## config.mk

```make
export PLATFORM = sky130hd
export DESIGN_NAME = color_seq_tx
export DESIGN_NICKNAME = d
export VERILOG_FILES = /design/src/rtl/color_pkg.sv /design/src/rtl/hold_counter.sv /design/src/rtl/color_seq_tx.sv
export SDC_FILE = /design/constraint.sdc
export NUM_CORES = 1
export LEC_CHECK = 0
export CAP_MARGIN = 20
export CORE_UTILIZATION = 28
export CTS_CLUSTER_SIZE = 8
export DETAILED_ROUTE_END_ITERATION = 16
export GPL_ROUTABILITY_DRIVEN = 0
export GPL_TIMING_DRIVEN = 0
export PLACE_DENSITY_LB_ADDON = 0.05
export REMOVE_ABC_BUFFERS = 1
export SYNTH_ARGS = -nofsm -noshare
export SYNTH_HDL_FRONTEND = slang
export SYNTH_SLANG_ARGS = --single-unit
```

## constraint.sdc

```tcl
create_clock -name clk -period 2 [get_ports clk]
set_input_delay 0.6 -clock clk [delete_from_list [all_inputs] [get_ports clk]]
set_output_delay 0.6 -clock clk [all_outputs]
set_load 0.01 [all_outputs]
```

## src/rtl/color_pkg.sv

```systemverilog
// Shared definitions for the colour-line transmitter: colour codes, FSM states and the
// colour-code to one-hot {red,green,blue} decode.
package color_pkg;

  localparam logic [1:0] WHITE = 2'b00;
  localparam logic [1:0] RED   = 2'b01;
  localparam logic [1:0] GREEN = 2'b10;
  localparam logic [1:0] BLUE  = 2'b11;

  typedef enum logic [1:0] {
    StIdle  = 2'd0,
    StDrive = 2'd1,
    StGap   = 2'd2
  } state_e;

  // Returns {red, green, blue}; white is all zero.
  function automatic logic [2:0] color_onehot(input logic [1:0] code);
    logic [2:0] lines;
    lines = 3'b000;
    case (code)
      RED:     lines = 3'b100;
      GREEN:   lines = 3'b010;
      BLUE:    lines = 3'b001;
      default: lines = 3'b000;
    endcase
    return lines;
  endfunction

endpackage

```

## src/rtl/hold_counter.sv

```systemverilog
// Loadable down-counter used for both the colour hold and the inter-colour gap.
// Decrements saturate at zero so the count can never wrap.
module hold_counter #(
  parameter int unsigned CNT_W = 8
) (
  input  logic             clk,
  input  logic             reset_n,
  input  logic             load,
  input  logic [CNT_W-1:0] load_val,
  input  logic             dec,
  output logic             is_one
);

  logic [CNT_W-1:0] cnt_q;

  // Count register: load has priority over decrement.
  always_ff @(posedge clk or negedge reset_n) begin
    if (!reset_n) begin
      cnt_q <= '0;
    end else if (load) begin
      cnt_q <= load_val;
    end else if (dec && (cnt_q != '0)) begin
      cnt_q <= cnt_q - 1'b1;
    end
  end

  // Terminal-count flag, decoded from the register.
  always_comb begin
    is_one = (cnt_q == CNT_W'(1));
  end

endmodule

```

## src/rtl/color_seq_tx.sv

```systemverilog
// Colour-line transmitter: accepts {colour, hold} commands over valid/ready and drives
// registered one-hot red/green/blue lines for the requested number of cycles.
// Optional build macro COLOR_TX_GAP_EN inserts GAP_CYCLES white cycles between two
// different non-white colours.
module color_seq_tx
  import color_pkg::*;
#(
  parameter int unsigned CNT_W      = 8,
  parameter int unsigned GAP_CYCLES = 2
) (
  input  logic             clk,
  input  logic             reset_n,
  input  logic             cmd_valid,
  output logic             cmd_ready,
  input  logic [1:0]       cmd_color,
  input  logic [CNT_W-1:0] cmd_hold,
  output logic             red,
  output logic             green,
  output logic             blue,
  output logic             color_change,
  output logic             busy
);

  state_e           state_q, state_d;
  logic [1:0]       color_q, color_d;
  logic [2:0]       lines_q, lines_d;
  logic             change_q;
  logic             accept;
  logic             cnt_load, cnt_dec, cnt_is_one;
  logic [CNT_W-1:0] cnt_load_val;
  logic [CNT_W-1:0] hold_eff;

  // A hold of zero behaves as one cycle.
  assign hold_eff = (cmd_hold == '0) ? CNT_W'(1) : cmd_hold;
  assign accept   = cmd_valid & cmd_ready;

`ifdef COLOR_TX_GAP_EN
  localparam logic [CNT_W-1:0] GapLoad = CNT_W'(GAP_CYCLES);

  logic [1:0]       pend_color_q, pend_color_d;
  logic [CNT_W-1:0] pend_hold_q, pend_hold_d;

  // Command parked while the gap runs.
  always_ff @(posedge clk or negedge reset_n) begin
    if (!reset_n) begin
      pend_color_q <= WHITE;
      pend_hold_q  <= '0;
    end else begin
      pend_color_q <= pend_color_d;
      pend_hold_q  <= pend_hold_d;
    end
  end
`else
  logic unused_gap_cfg;
  assign unused_gap_cfg = ^GAP_CYCLES;
`endif

  hold_counter #(
    .CNT_W (CNT_W)
  ) u_hold_counter (
    .clk      (clk),
    .reset_n  (reset_n),
    .load     (cnt_load),
    .load_val (cnt_load_val),
    .dec      (cnt_dec),
    .is_one   (cnt_is_one)
  );

  // State register.
  always_ff @(posedge clk or negedge reset_n) begin
    if (!reset_n) begin
      state_q <= StIdle;
      color_q <= WHITE;
    end else begin
      state_q <= state_d;
      color_q <= color_d;
    end
  end

  // Next-state and counter control.
  always_comb begin
    state_d      = state_q;
    color_d      = color_q;
    cnt_load     = 1'b0;
    cnt_dec      = 1'b0;
    cnt_load_val = hold_eff;
`ifdef COLOR_TX_GAP_EN
    pend_color_d = pend_color_q;
    pend_hold_d  = pend_hold_q;
`endif
    unique case (state_q)
      StIdle: begin
        if (accept) begin
          state_d  = StDrive;
          color_d  = cmd_color;
          cnt_load = 1'b1;
        end
      end
      StDrive: begin
        if (!cnt_is_one) begin
          cnt_dec = 1'b1;
        end else if (accept) begin
          cnt_load = 1'b1;
          color_d  = cmd_color;
`ifdef COLOR_TX_GAP_EN
          // Two different real colours get a white gap between them.
          if ((color_q != WHITE) && (cmd_color != WHITE) && (cmd_color != color_q)) begin
            state_d      = StGap;
            pend_color_d = cmd_color;
            pend_hold_d  = hold_eff;
            cnt_load_val = GapLoad;
          end
`endif
        end else begin
          state_d = StIdle;
          color_d = WHITE;
        end
      end
      StGap: begin
`ifdef COLOR_TX_GAP_EN
        if (cnt_is_one) begin
          state_d      = StDrive;
          color_d      = pend_color_q;
          cnt_load     = 1'b1;
          cnt_load_val = pend_hold_q;
        end else begin
          cnt_dec = 1'b1;
        end
`else
        state_d = StIdle;
`endif
      end
      default: state_d = StIdle;
    endcase
  end

  // Outputs: handshake and busy from registered state, next line value for the registers.
  always_comb begin
    cmd_ready = (state_q == StIdle) || ((state_q == StDrive) && cnt_is_one);
    busy      = (state_q != StIdle);
    lines_d   = (state_d == StDrive) ? color_onehot(color_d) : 3'b000;
  end

  // Registered colour lines and change strobe.
  always_ff @(posedge clk or negedge reset_n) begin
    if (!reset_n) begin
      lines_q  <= 3'b000;
      change_q <= 1'b0;
    end else begin
      lines_q  <= lines_d;
      change_q <= (lines_d != lines_q);
    end
  end

  assign red          = lines_q[2];
  assign green        = lines_q[1];
  assign blue         = lines_q[0];
  assign color_change = change_q;

endmodule

```

==> writeup.txt <==
Setup repair after global routing could not meet its margin everywhere. For this run, the leading register cell type out of synthesis is dfrtp_1. Worst setup margin: -163 ps. Yosys reports that the leading cell type by area covers 38.3% of the netlist area. The deepest level of the CTS H-tree is 1. Per the synthesis report, the adder-cell share of the synthesized area is 3.59%. Checking hold timing, the worst path is listed with class flip-flop to flip-flop. The clock input transition at the sequential cells of the worst setup and hold paths came out at 70 ps. Looking at the clock tree report, the maximum root-to-sink buffer count equals 2. For the number of synthesis warnings, the log shows 0. The overall power is 1.62 mW, and the largest fanout on the critical path is 5. Counting every instance in the synthesized netlist gives 119. The share of total power in sequential cells was 35.2%; the mean cell area of the mapped netlist was 8.79 um^2. STA classifies the critical path startpoint as a flip-flop.

The top cell type in the final layout, fill and taps aside, is clkdlybuf4s50_1. Per the TritonCTS log, the buffer count is 3. Flip-flop count of the largest register after layout: 8. The power in sequential cells was 571 uW.

The flow ran to the end, but the final reports show violations. The multi-input combinational cells in the finished layout cover a total of 701 um^2. The count of nets left with antenna violations once routing finished came out at 0.

For this block, the initial DRC count from the detailed router was 24. The chip occupies 3980 um^2. For the worst setup path, the data arrival time is 2300 ps. The critical path endpoint has a required time of 2140 ps. During I/O placement, the number of pins put on the boundary was 19.

For this run, the final setup violation count is recorded as 13. The synthesized flop and latch total was 16. The final reports fail on setup timing. The fraction of power spent switching nets was 39.2%. In this run the critical register-to-register path is captured at color_change$_DFF_PN0_. The reg-to-reg startpoint was u_hold_counter.cnt_q[1]$_DFFE_PN0P_.
## worst max-delay path, stage by stage (launching register included)
cell and delay, ps:
dfrtp_1 400, inv_2 80, ha_4 140, or4b_4 500
o211ai_2 220, o2111ai_4 190, nand4b_1 220, and4b_1 200
o21a_1 100
## layout make-up
class	count	area share (%)
sequential	16	25.7
inverter	3	0.717
clock buffer	4	3.50
timing repair buffer	36	21.8
multi-input combinational	95	44.6
tap	46	3.66
## worst max-delay path by stage
stage | to | cells past startpoint | startpoint | slack, ps
2_1_floorplan | u_hold_counter.cnt_q[3]$_DFFE_PN0P_ | 8 | u_hold_counter.cnt_q[1]$_DFFE_PN0P_ | -270
3_3_place_gp | cmd_ready | 6 | u_hold_counter.cnt_q[1]$_DFFE_PN0P_ | -590
3_5_place_dp | cmd_ready | 6 | u_hold_counter.cnt_q[1]$_DFFE_PN0P_ | -600
4_1_cts | color_change$_DFF_PN0_ | 8 | u_hold_counter.cnt_q[1]$_DFFE_PN0P_ | -130
5_1_grt | color_change$_DFF_PN0_ | 8 | u_hold_counter.cnt_q[1]$_DFFE_PN0P_ | -270
6_report | color_change$_DFF_PN0_ | 8 | u_hold_counter.cnt_q[1]$_DFFE_PN0P_ | -160
## metal layers
layer / vias to the layer above / routed length [um] / GRT usage (%)
met5: - / 0 / 0
met4: 0 / 19 / 5.52
met3: 2 / 102 / 2.36
met2: 21 / 1390 / 25.9
met1: 489 / 1390 / 21.9
li1: 503 / - / -
## timing repair
item / 4_1_cts / 5_1_grt
gates resized: 35 / 9
setup buffers: 18 / 1
cloned: 2 / 0
endpoints found under the setup margin: 12 / 13
pin swaps: 9 / 9
Supply network:
Scale bar: 20 um. Pins as bars on the die edge.
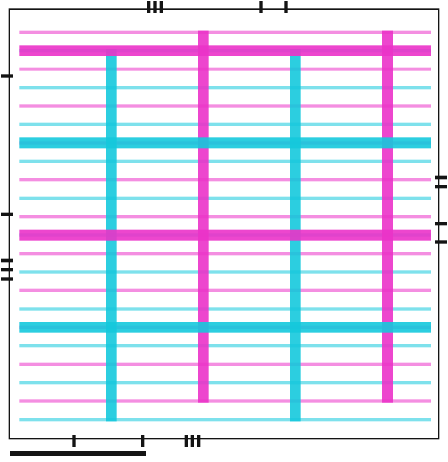
| net | color |
|---|---|
| VSS | cyan |
| VDD | magenta |
rows: 21
met1 rails: 22
die extent in x: 63.1 um
core box area: 3470 um^2
Die Y-Extent: 63.1 um
worst ir drop on vdd: 0.415 mV

Placement by cell class:
Scale bar: 20 um.
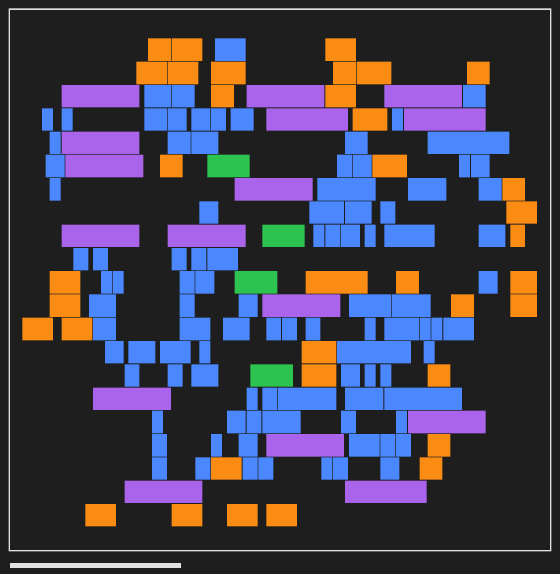
| class | color | cells |
|---|---|---|
| remaining buffers and delay cells | orange | 36 |
| clock drivers and dummy loads | green | 4 |
| sequential cells | purple | 16 |
| combinational and other logic | blue | 98 |
flip-flop and latch share of the layout cell area: 25.7%
post-route design area: 1570 um^2
total number of placement rows: 21
final core utilization: 45.3%

Clock distribution:
Scale bar: 20 um.
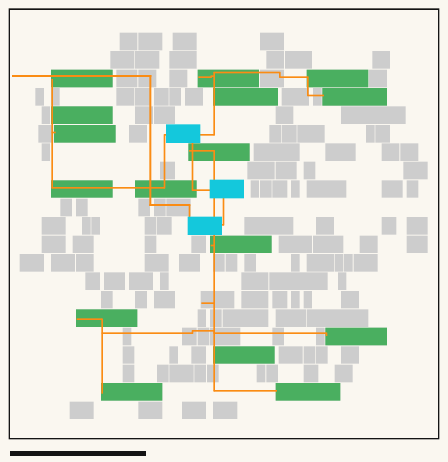
[flip-flops] green | count: 16
[clock drivers] cyan | count: 3
[clock wires] orange | length: 254 um
routed clock nets: 4
portion of total power attributed to the clock network: 18.0%
final worst clock skew: 8.23 ps
clock latency of the later-clocked register in the worst-skew pair: 250 ps
power dissipated in the clock network: 291 uW

Signal wires by layer:
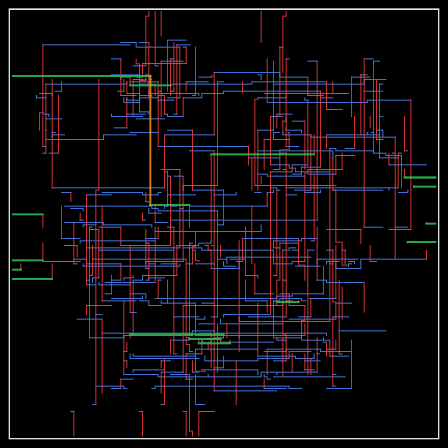
| layer | color | wire length |
|---|---|---|
| metal 2 | red | 1390 um |
| metal 1 | blue | 1390 um |
| metal 4 | orange | 19.0 um |
| metal 3 | green | 102 um |
total via count in the routed design: 1015
wire length after detailed routing: 2900 um
routed len/inst: 14.5 um

Routing congestion:
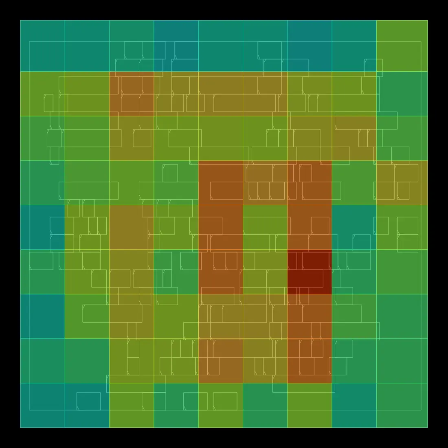
Total GRT Usage: 16.2%
met1 track utilization from global routing: 21.9%
met3 Use GR: 2.36%
GR peak layer: met2
met2 track demand over resource in global routing: 25.9%

No activity file was given, so power comes from the tool's default toggle rates.
